--- config.mk ---
export PLATFORM = sky130hd
export DESIGN_NAME = icache_fetch
export DESIGN_NICKNAME = d
export VERILOG_FILES = /design/src/rtl/icache_fetch_pkg.sv /design/src/rtl/icache_array.sv /design/src/rtl/icache_fetch.sv
export SDC_FILE = /design/constraint.sdc
export NUM_CORES = 1
export LEC_CHECK = 0
export CORE_MARGIN = 2
export CORE_UTILIZATION = 65
export CTS_CLUSTER_DIAMETER = 30
export CTS_CLUSTER_SIZE = 30
export DETAILED_ROUTE_END_ITERATION = 8
export PLACE_DENSITY = 0.84
export SETUP_SLACK_MARGIN = 0.2
export SYNTH_ARGS = -nofsm -noshare
export SYNTH_HDL_FRONTEND = slang
export SYNTH_SLANG_ARGS = --single-unit
--- constraint.sdc ---
create_clock -name clk -period 7.2 [get_ports clk]
set_input_delay 1.08 -clock clk [delete_from_list [all_inputs] [get_ports clk]]
set_output_delay 1.08 -clock clk [all_outputs]
set_load 0.01 [all_outputs]
--- src/rtl/icache_fetch_pkg.sv ---
// Shared fetch-pipeline constants: widths, line geometry, FSM encoding and
// the idle instruction code.
package icache_fetch_pkg;

  localparam int unsigned INST_W         = 16;
  localparam int unsigned ADDR_W         = 16;
  localparam int unsigned WORDS_PER_LINE = 4;
  localparam int unsigned OFF_W          = 2;

  localparam logic [INST_W-1:0] INIT_CODE_DEFAULT = 16'h0000;

  localparam logic [2:0] S_IDLE   = 3'd0;
  localparam logic [2:0] S_LOOKUP = 3'd1;
  localparam logic [2:0] S_REQ    = 3'd2;
  localparam logic [2:0] S_FILL   = 3'd3;
  localparam logic [2:0] S_RESP   = 3'd4;

  function automatic logic [ADDR_W-1:0] line_base(input logic [ADDR_W-1:0] a);
    return {a[ADDR_W-1:3], 3'b000};
  endfunction

endpackage

--- src/rtl/icache_array.sv ---
// Tag/valid/data storage for the direct-mapped instruction cache.
// Only the valid vector is reset; tags and data are plain flops.
module icache_array
  import icache_fetch_pkg::*;
#(
  parameter int unsigned NUM_LINES = 8,
  parameter int unsigned IW        = 3,
  parameter int unsigned TW        = 10
) (
  input  logic                                   clk,
  input  logic                                   reset,
  input  logic [IW-1:0]                          i_rd_idx,
  output logic                                   o_rd_valid,
  output logic [TW-1:0]                          o_rd_tag,
  output logic [WORDS_PER_LINE-1:0][INST_W-1:0]  o_rd_words,
  input  logic                                   i_wr_en,
  input  logic [IW-1:0]                          i_wr_idx,
  input  logic [OFF_W-1:0]                       i_wr_word,
  input  logic [INST_W-1:0]                      i_wr_data,
  input  logic                                   i_tag_wr,
  input  logic [TW-1:0]                          i_wr_tag
);

  logic [NUM_LINES-1:0]                  r_valid;
  logic [TW-1:0]                         r_tag  [NUM_LINES];
  logic [WORDS_PER_LINE-1:0][INST_W-1:0] r_data [NUM_LINES];

  always_ff @(posedge clk or posedge reset) begin
    if (reset) begin
      r_valid <= '0;
    end else if (i_tag_wr) begin
      r_valid[i_wr_idx] <= 1'b1;
    end
  end

  always_ff @(posedge clk) begin
    if (i_wr_en) begin
      r_data[i_wr_idx][i_wr_word] <= i_wr_data;
    end
    if (i_tag_wr) begin
      r_tag[i_wr_idx] <= i_wr_tag;
    end
  end

  assign o_rd_valid = r_valid[i_rd_idx];
  assign o_rd_tag   = r_tag[i_rd_idx];
  assign o_rd_words = r_data[i_rd_idx];

endmodule

--- src/rtl/icache_fetch.sv ---
// Direct-mapped instruction cache: 1-cycle hits, 4-beat line refill on miss.
// Outputs in LOOKUP/RESP are combinational from the registered address.
module icache_fetch
  import icache_fetch_pkg::*;
#(
  parameter int unsigned       NUM_LINES = 8,
  parameter logic [INST_W-1:0] INIT_CODE = INIT_CODE_DEFAULT
) (
  input  logic               clk,
  input  logic               reset,
  input  logic               pc_valid,
  input  logic [ADDR_W-1:0]  pc_addr,
  input  logic               flush,
  output logic               inst_valid,
  output logic [INST_W-1:0]  inst_code,
  output logic               stall,
  output logic               mem_req,
  output logic [ADDR_W-1:0]  mem_addr,
  input  logic               mem_gnt,
  input  logic               mem_rvalid,
  input  logic [INST_W-1:0]  mem_rdata,
  output logic [15:0]        miss_count
);

  localparam int unsigned IW = $clog2(NUM_LINES);
  localparam int unsigned TW = ADDR_W - IW - 3;

  logic [2:0]        r_state;
  logic [ADDR_W-1:1] r_addr;
  logic [1:0]        r_beat;
  logic              r_kill;
  logic [15:0]       r_miss_count;
  logic [ADDR_W-1:0] r_mem_addr;

  logic [IW-1:0]                         w_idx;
  logic [TW-1:0]                         w_tag;
  logic [OFF_W-1:0]                      w_off;
  logic                                  w_rd_valid;
  logic [TW-1:0]                         w_rd_tag;
  logic [WORDS_PER_LINE-1:0][INST_W-1:0] w_rd_words;
  logic                                  w_hit, w_lookup, w_miss;
  logic                                  w_hit_out, w_resp_out;
  logic                                  w_wr_en, w_tag_wr;
  logic                                  w_unused_pc_lsb;

  assign w_unused_pc_lsb = pc_addr[0];

  assign w_idx = r_addr[IW+2:3];
  assign w_tag = r_addr[ADDR_W-1:IW+3];
  assign w_off = r_addr[2:1];

  assign w_hit      = w_rd_valid && (w_rd_tag == w_tag);
  assign w_lookup   = (r_state == S_LOOKUP);
  // flush in LOOKUP overrides both the hit response and the miss/refill
  assign w_miss     = w_lookup && !w_hit && !flush;
  assign w_hit_out  = w_lookup && w_hit && !flush;
  assign w_resp_out = (r_state == S_RESP) && !r_kill && !flush;

  assign inst_valid = w_hit_out || w_resp_out;
  assign inst_code  = inst_valid ? w_rd_words[w_off] : INIT_CODE;
  assign stall      = w_miss || (r_state == S_REQ) || (r_state == S_FILL);
  assign mem_req    = (r_state == S_REQ);
  assign mem_addr   = r_mem_addr;
  assign miss_count = r_miss_count;

  assign w_wr_en  = (r_state == S_FILL) && mem_rvalid;
  assign w_tag_wr = w_wr_en && (r_beat == 2'd3);

  icache_array #(
    .NUM_LINES (NUM_LINES),
    .IW        (IW),
    .TW        (TW)
  ) u_array (
    .clk        (clk),
    .reset      (reset),
    .i_rd_idx   (w_idx),
    .o_rd_valid (w_rd_valid),
    .o_rd_tag   (w_rd_tag),
    .o_rd_words (w_rd_words),
    .i_wr_en    (w_wr_en),
    .i_wr_idx   (w_idx),
    .i_wr_word  (r_beat),
    .i_wr_data  (mem_rdata),
    .i_tag_wr   (w_tag_wr),
    .i_wr_tag   (w_tag)
  );

  always_ff @(posedge clk or posedge reset) begin
    if (reset) begin
      r_state      <= S_IDLE;
      r_addr       <= '0;
      r_beat       <= '0;
      r_kill       <= 1'b0;
      r_miss_count <= '0;
      r_mem_addr   <= '0;
    end else begin
      case (r_state)
        S_IDLE: begin
          if (pc_valid) begin
            r_addr  <= pc_addr[ADDR_W-1:1];
            r_state <= S_LOOKUP;
          end
        end
        S_LOOKUP: begin
          if (w_miss) begin
            if (r_miss_count != '1) r_miss_count <= r_miss_count + 16'd1;
            r_mem_addr <= line_base({r_addr, 1'b0});
            r_kill     <= 1'b0;
            r_state    <= S_REQ;
          end else if (pc_valid) begin
            r_addr <= pc_addr[ADDR_W-1:1];
          end else begin
            r_state <= S_IDLE;
          end
        end
        S_REQ: begin
          if (flush) r_kill <= 1'b1;
          if (mem_gnt) begin
            r_beat  <= '0;
            r_state <= S_FILL;
          end
        end
        S_FILL: begin
          if (flush) r_kill <= 1'b1;
          if (mem_rvalid) begin
            r_beat <= r_beat + 2'd1;
            if (r_beat == 2'd3) r_state <= S_RESP;
          end
        end
        S_RESP:  r_state <= S_IDLE;
        default: r_state <= S_IDLE;
      endcase
    end
  end

endmodule

==> run_1/metal_stack.png <==
Two of the layers only.
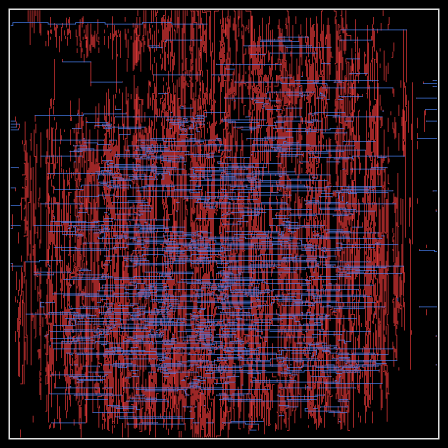
blue -> met3  # wire length 10700 um
red -> met2  # wire length 34.0 mm

==> run_1/final_clocks.png <==
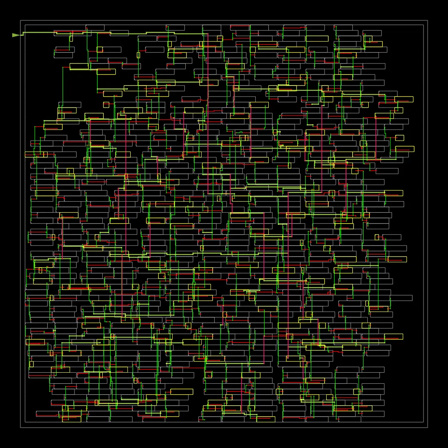
worst-skew pair later-pin latency: 0.67 ns
Final Skew: 0.0495 ns
CTS sink cnt: 650

==> run_1/wire_density.png <==
20 x 20 tiles, from dark purple (low) to yellow (high), scaled to the fullest tile. Values are wire area over tile area, all layers added.
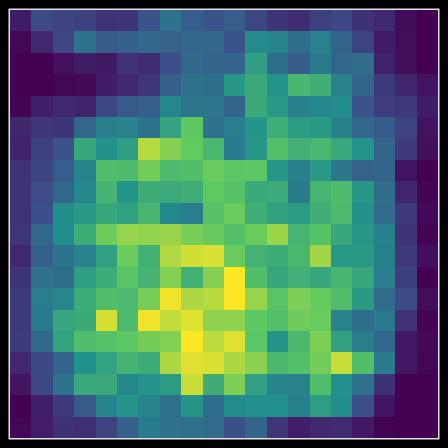
mean over tiles = 0.32
emptiest ninth of the die = upper left
fullest tile = 0.75
nearly empty tiles = 6.2%
tiles over half the peak = 43%
Routed WL: 72.3 mm
Total GRT Usage: 0.362
wire per inst: 31.4 um
via count: 16593

==> run_1/registers.png <==
The bar under the picture is 50 um long. Other sequential cells in the stronger gray, the rest of the logic in the fainter gray.
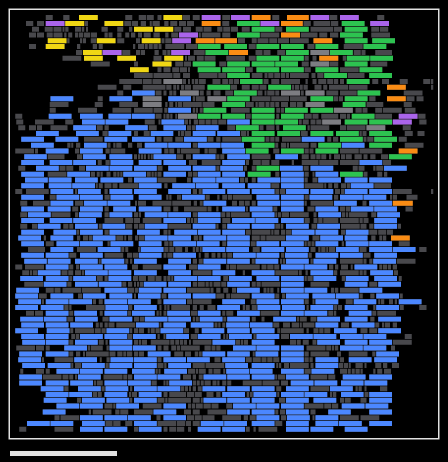
yellow -> miss_count  # sequential cells 16, where upper left
green -> u_array.r_tag  # sequential cells 80
purple -> mem_addr  # sequential cells 13
blue -> u_array.r_data  # sequential cells 512
orange -> r_addr  # sequential cells 15
not colored = 14

==> impl_metrics.csv, run 1 <==
group,metric,value,unit
run_status,run_status,"completed",
clock_network,cts_hold_buf,0,
placement,place_area,26700,um^2
layout,final_layout_size_suffix_gt1_frac,0.207,
power_and_ir_drop,power_frac_comb,0.246,
layout,nNonClkBuffers,142,
worst_hold_path,hold_path_depth,1,
power_and_ir_drop,p_clk_frac,0.396,
layout,syn2layout_area_growth,21.4,%
critical_path,critPathArrivalTime,5.58,ns
power_and_ir_drop,p_leak,10.4,nW
synth,synth_chip_area,25200,um^2
global_route,overflow,0,
critical_path,crit_path_start,"r_addr[3]$_DFFE_PP0P_",
synth,topCellsByArea,"edfxtp_1 (71%), dfrtp_1 (5.8%), o22ai_1 (3.2%)",
synth,adder_share,0.00249,
layout,mostFrequentLayoutCell,"edfxtp_1",
critical_path,path_depth,11,
synth,synthMuxAreaShare,0.0698,
critical_path,required,6.12,ns
timing,grt_setup_unrepaired,"no",
synth,top_cells_by_count,"edfxtp_1 (592), o22ai_1 (128), nor2_1 (103), o21ai_0 (73), mux2_2 (66)",
timing,finalCritPeriodShare,0.925,
layout,flop-count,650,
critical_path,critPathTopFamily,"buffers and inverters",
timing,worstMarginPinSlew,1.47,ns
placement,placedCellCount,2097,
layout,logic_area,5520,um^2
global_route,grt_pass1_wl,106,mm
worst_hold_path,min_path_type,"flip-flop to flip-flop",
power_and_ir_drop,total_power,13.5,mW
layout,final_nets,1732,
drt,top_layer,"met5",
floorplanning,row_count,72,
critical_path,cp-start-kind,"flip-flop",
timing,relSlewSlack,0.0159,
critical_path,worst-path-buf-inv,3,
timing,tns,0,ns
global_route,grt_start_max_net_pins,59,
power_and_ir_drop,power_switching,4.53,mW
drt,wl_met1,23.1,mm
layout,inverters,11,
synth,synth.avg_cell_area,16.5,um^2
power_and_ir_drop,powerDensity,441,nW/um^2
synth,synth_cells,1528,
layout,area_dominant_class,"flip-flops and latches",
global_route,antenna_found_initial,2,
critical_path,r2r_start,"r_addr[3]$_DFFE_PP0P_",
critical_path,crit_path_end,"inst_code[6]",
critical_path,ff2ff_path_depth,9,
floorplanning,ios,89,
layout,instances_no_fill,2302,
drt,first_iter_violations,2872,
synth,synthSimpleGateAreaFrac,0.0536,
critical_path,rrSetupSlack,2.90,ns
layout,buffer_area_frac,0.0422,
global_route,met1_usage,0.461,
layout,multi_input_comb_cells,776,
timing,hold_ws,0.482,ns
placement,place.gp.congestion,0.876,
==> run 2: changes to the inputs <==
- CORE_ASPECT_RATIO: unset -> 1.25
==> run_2/metal_stack.png <==
Two of the layers only.
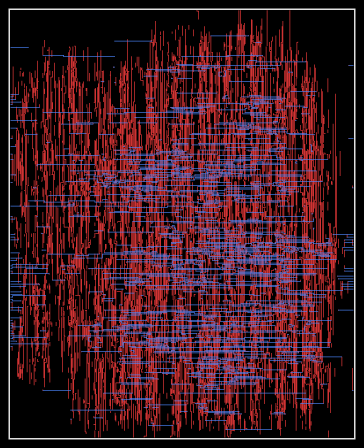
blue -> met3  # wire length 9270 um
red -> met2  # wire length 33.3 mm

==> run_2/wire_density.png <==
18 x 22 tiles, from dark purple (low) to yellow (high), scaled to the fullest tile. Values are wire area over tile area, all layers added.
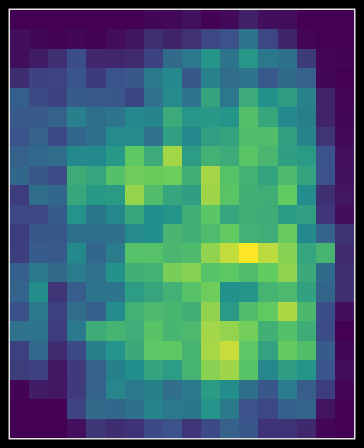
nearly empty tiles = 9.6%
emptiest ninth of the die = upper left
fullest tile = 0.77
Routed WL: 69.1 mm
Total GRT Usage: 0.343
via count: 16200

==> run 2 against run 1 <==
Register-to-register slack got worse by 0.13 ns; sequential power decreased by 1%; utilization fell by 1.5 points; fmax grew 2.8%; flip-flop count unchanged; die size about the same.
==> impl_metrics.csv, run 2 <==
group,metric,value,unit
synth,synth_chip_area,25200,um^2
global_route,grt_use_met2,0.549,
drt,routed-wl-met2,33.3,mm
timing,worst_clock_skew,0.0345,ns
synth,ys_seq_frac,0.764,
critical_path,cp_max_fo,31,
layout,regArea,19200,um^2
critical_path,crit_path_end,"inst_code[14]",
layout,final_layout_size_suffix_gt1_frac,0.196,
clock_network,post_cts_buffers,0,
timing,tns,0,ns
critical_path,required,6.12,ns
layout,nClkBuffers,99,
critical_path,ff2ff_path_depth,9,
layout,multi_input_comb_cells,776,
placement,place.gp.congestion,0.840,
critical_path,critPathTopFamily,"AND-OR/OR-AND gates",
placement,place_area,26800,um^2
drt,top_layer,"met4",
synth,adder_share,0.00249,
layout,antenna_cells,0,
layout,nNonClkBuffers,151,
global_route,grt_pass1_wl,101,mm
critical_path,critPathCaptureType,"output port",
synth,synthSimpleGateAreaFrac,0.0536,
placement,placedCellCount,2079,
floorplanning,taps,492,
critical_path,max_stage_delay,0.78,ns
synth,syn_area,25200,um^2
global_route,antenna_found_initial,0,
timing,relSlewSlack,0.0525,
critical_path,critPathArrivalTime,5.40,ns
drt,dr_wl_met3,9.27,mm
drt,wl_met1,22.6,mm
critical_path,worst-path-buf-inv,2,
power_and_ir_drop,total_power,12.4,mW
layout,flop-count,650,
synth,synthMuxAreaShare,0.0698,
timing,worstMarginPinSlew,1.42,ns
synth,top_cells_by_count,"edfxtp_1 (592), o22ai_1 (128), nor2_1 (103), o21ai_0 (73), mux2_2 (66)",
clock_network,htreeDepth,3,
global_route,grt_pass1_vias,16285,
layout,buffer_area_frac,0.0455,
synth,synth.avg_cell_area,16.5,um^2
layout,regMostFlops,"u_array.r_data",
power_and_ir_drop,power_frac_comb,0.267,
critical_path,cp-start-kind,"flip-flop",
clock_network,cts_hold_buf,0,
floorplanning,fp-utilization,0.660,
critical_path,crit_path_start,"r_addr[5]$_DFFE_PP0P_",
synth,synth_cells,1528,
power_and_ir_drop,p_leak,10.0,nW
global_route,grt_start_max_net_pins,59,
layout,area_dominant_class,"flip-flops and latches",
timing,hold_viol_final,0,
timing,finalCritPeriodShare,0.900,
timing,grt_setup_unrepaired,"no",
layout,syn2layout_area_growth,18.1,%
run_status,run_status,"completed",
critical_path,path_depth,10,
clock_network,clock_path_buffers,3,
drt,avgRoutedWirePerCell,30.8,um
synth,topCellsByArea,"edfxtp_1 (71%), dfrtp_1 (5.8%), o22ai_1 (3.2%)",
global_route,overflow,0,
layout,inverters,11,
worst_hold_path,hold_path_depth,1,
timing,hold_ws,0.465,ns
synth,edf_count,592,
layout,final_cell_mix,"edfxtp_1 (592), o22ai_1 (128), nor2_1 (95)",
power_and_ir_drop,powerDensity,417,nW/um^2
drt,first_iter_violations,2730,
floorplanning,row_count,80,
global_route,met1_usage,0.434,
clock_network,clk_latency,0.64,ns
critical_path,rrSetupSlack,2.77,ns
floorplanning,ios,89,
clock_network,cts.sinks,650,
power_and_ir_drop,power_switching,4.20,mW
worst_hold_path,min_path_type,"flip-flop to flip-flop",
layout,final_nets,1722,
layout,mostFrequentLayoutCell,"edfxtp_1",
layout,logic_area,5520,um^2
power_and_ir_drop,p_clk_frac,0.348,
synth,yosys.area.top_type,"edfxtp_1",
critical_path,r2r_start,"r_addr[5]$_DFFE_PP0P_",
layout,instances_no_fill,2246,
==> run 3: changes to the inputs <==
- CAP_MARGIN: unset -> 40
- SETUP_SLACK_MARGIN: 0.2 -> 0.4
==> run_3/registers.png <==
The bar under the picture is 50 um long. Other sequential cells in the stronger gray, the rest of the logic in the fainter gray.
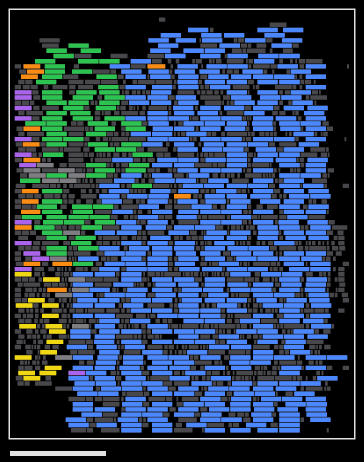
orange -> r_addr  # sequential cells 15
blue -> u_array.r_data  # sequential cells 512
yellow -> miss_count  # sequential cells 16, where lower left
purple -> mem_addr  # sequential cells 13
green -> u_array.r_tag  # sequential cells 80

==> run_3/metal_stack.png <==
Two of the layers only.
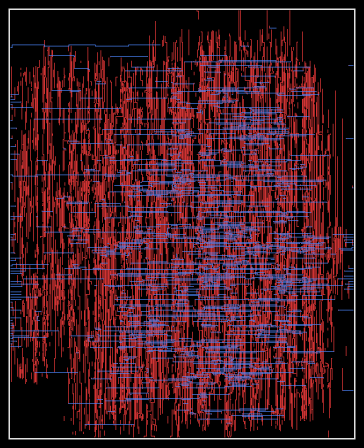
blue -> met3  # wire length 9190 um
red -> met2  # wire length 34.1 mm

==> run 3 against run 2 <==
Global-route usage up 0.68 points; combinational power up 2%; highest routed layer is now met5; die size unchanged; clock power barely moved; area after synthesis unchanged; sequential share of layout area is 0.78 points lower.
==> impl_metrics.csv, run 3 <==
group,metric,value,unit
timing,setup_ws,0.798,ns
floorplanning,ios,89,
synth,syn_area,25200,um^2
synth,synth_cell_types,56,
synth,synthFlopType,"edfxtp_1",
worst_hold_path,min_path_type,"flip-flop to flip-flop",
drt,top_layer,"met5",
drt,routed-wl-met2,34.1,mm
placement,place_area,27100,um^2
power_and_ir_drop,power_leader,"sequential cells",
global_route,grt_use_met2,0.565,
synth,synthXorXnorAreaFrac,0.00592,
power_and_ir_drop,power_frac_comb,0.270,
critical_path,path_depth,10,
global_route,antenna_found_initial,1,
run_status,run_status,"completed",
critical_path,crit_path_end,"inst_code[14]",
power_and_ir_drop,p_clk_frac,0.347,
layout,largest_register_ffs,512,
synth,synthMuxAreaShare,0.0698,
layout,inverters,11,
synth,yosys.area.top_type,"edfxtp_1",
floorplanning,dieHeight,224,um
power_and_ir_drop,p_int,8.22,mW
timing,hold_viol_final,0,
layout,instances_no_fill,2259,
layout,seq_share,0.640,
layout,area_dominant_class,"flip-flops and latches",
power_and_ir_drop,powerDensity,414,nW/um^2
layout,nNonClkBuffers,170,
timing,grt_setup_unrepaired,"no",
critical_path,rrSetupSlack,2.78,ns
layout,final_layout_size_suffix_gt1_frac,0.204,
synth,adder_share,0.00249,
layout,multi_input_comb_cells,776,
synth,top_cells_by_count,"edfxtp_1 (592), o22ai_1 (128), nor2_1 (103), o21ai_0 (73), mux2_2 (66)",
drt,dr_wl_met3,9.19,mm
clock_network,cts.sinks,650,
layout,regMostFlops,"u_array.r_data",
layout,nClkBuffers,97,
clock_network,clk_latency,0.63,ns
job,openroad.warnings,30,
timing,worst_clock_skew,0.0263,ns
timing,tns,0,ns
power_and_ir_drop,p_seq,4.77,mW
synth,synth_cells,1528,
placement,place.gp.congestion,0.840,
critical_path,r2r_start,"r_addr[5]$_DFFE_PP0P_",
clock_network,htreeDepth,3,
floorplanning,die_area,40300,um^2
synth,ys_warn_count,0,
timing,drv_slew,0,
job,maxCapViolations,0,
layout,regArea,19200,um^2
layout,logic_area,5520,um^2
layout,clock_cell_area_share,0.0982,
clock_network,clock_path_buffers,3,
power_and_ir_drop,total_power,12.4,mW
synth,top_logic_kind,"AND-OR/OR-AND gates",
synth,ys_seq_frac,0.764,
synth,synth.avg_cell_area,16.5,um^2
layout,comb_area_frac,0.183,
global_route,grt_pass1_wl,103,mm
worst_hold_path,hold_path_depth,1,
critical_path,crit_path_start,"r_addr[3]$_DFFE_PP0P_",
drt,wirelength,70.1,mm
critical_path,required,6.12,ns
critical_path,crit_slowest_cell,"dfrtp_4",
critical_path,max_stage_delay,0.94,ns
clock_network,cts_inserted_buffers,87,
critical_path,cp-start-kind,"flip-flop",
synth,yosys-stat-cells,1528,
critical_path,timing.rr.end,"r_addr[11]$_DFFE_PP0P_",
timing,hold_ws,0.474,ns
layout,mostFrequentLayoutCell,"edfxtp_1",
layout,final_nets,1739,
power_and_ir_drop,p_sw_frac,0.340,
floorplanning,fp-utilization,0.660,
synth,yosysMostFrequentCell,"edfxtp_1",
layout,final_cell_mix,"edfxtp_1 (592), o22ai_1 (128), nor2_1 (95)",
critical_path,cp_max_fo,52,
global_route,overflow,0,
timing,relSlewSlack,0.348,
global_route,grt_pass1_vias,16610,
critical_path,critPathArrivalTime,5.32,ns
power_and_ir_drop,ir_drop,0.409,mV
drt,wl_met1,23.2,mm
clock_network,cts_hold_buf,0,
layout,buffer_area_frac,0.0567,
synth,async_reset_ff_frac,0.0892,
critical_path,critPathTopFamily,"AND-OR/OR-AND gates",
synth,edf_count,592,
critical_path,critPathCaptureType,"output port",
floorplanning,core_area,38100,um^2
worst_hold_path,min_from,"u_array.r_valid[7]$_DFFE_PP0P_",
drt,first_iter_violations,2742,
layout,flop-count,650,
synth,synthSimpleGateAreaFrac,0.0536,
placement,placedCellCount,2098,
drt,avgRoutedWirePerCell,31.0,um
synth,topCellsByArea,"edfxtp_1 (71%), dfrtp_1 (5.8%), o22ai_1 (3.2%)",
global_route,grt_start_max_net_pins,59,
layout,antenna_cells,0,
clock_network,post_cts_buffers,0,
global_route,grt_use_total,0.349,
global_route,met1_usage,0.444,
synth,synth_chip_area,25200,um^2
power_and_ir_drop,seqPwrFrac,0.383,
timing,worstMarginPinSlew,0.969,ns
critical_path,ff2ff_path_depth,9,
placement,hpwl,38.1,mm
layout,syn2layout_area_growth,19.5,%
power_and_ir_drop,p_leak,10.2,nW
floorplanning,taps,492,
timing,finalCritPeriodShare,0.889,
drt,vias,16151,
power_and_ir_drop,power_switching,4.23,mW
floorplanning,row_count,80,
critical_path,worst-path-buf-inv,2,
Power and IR drop assume default switching activity.
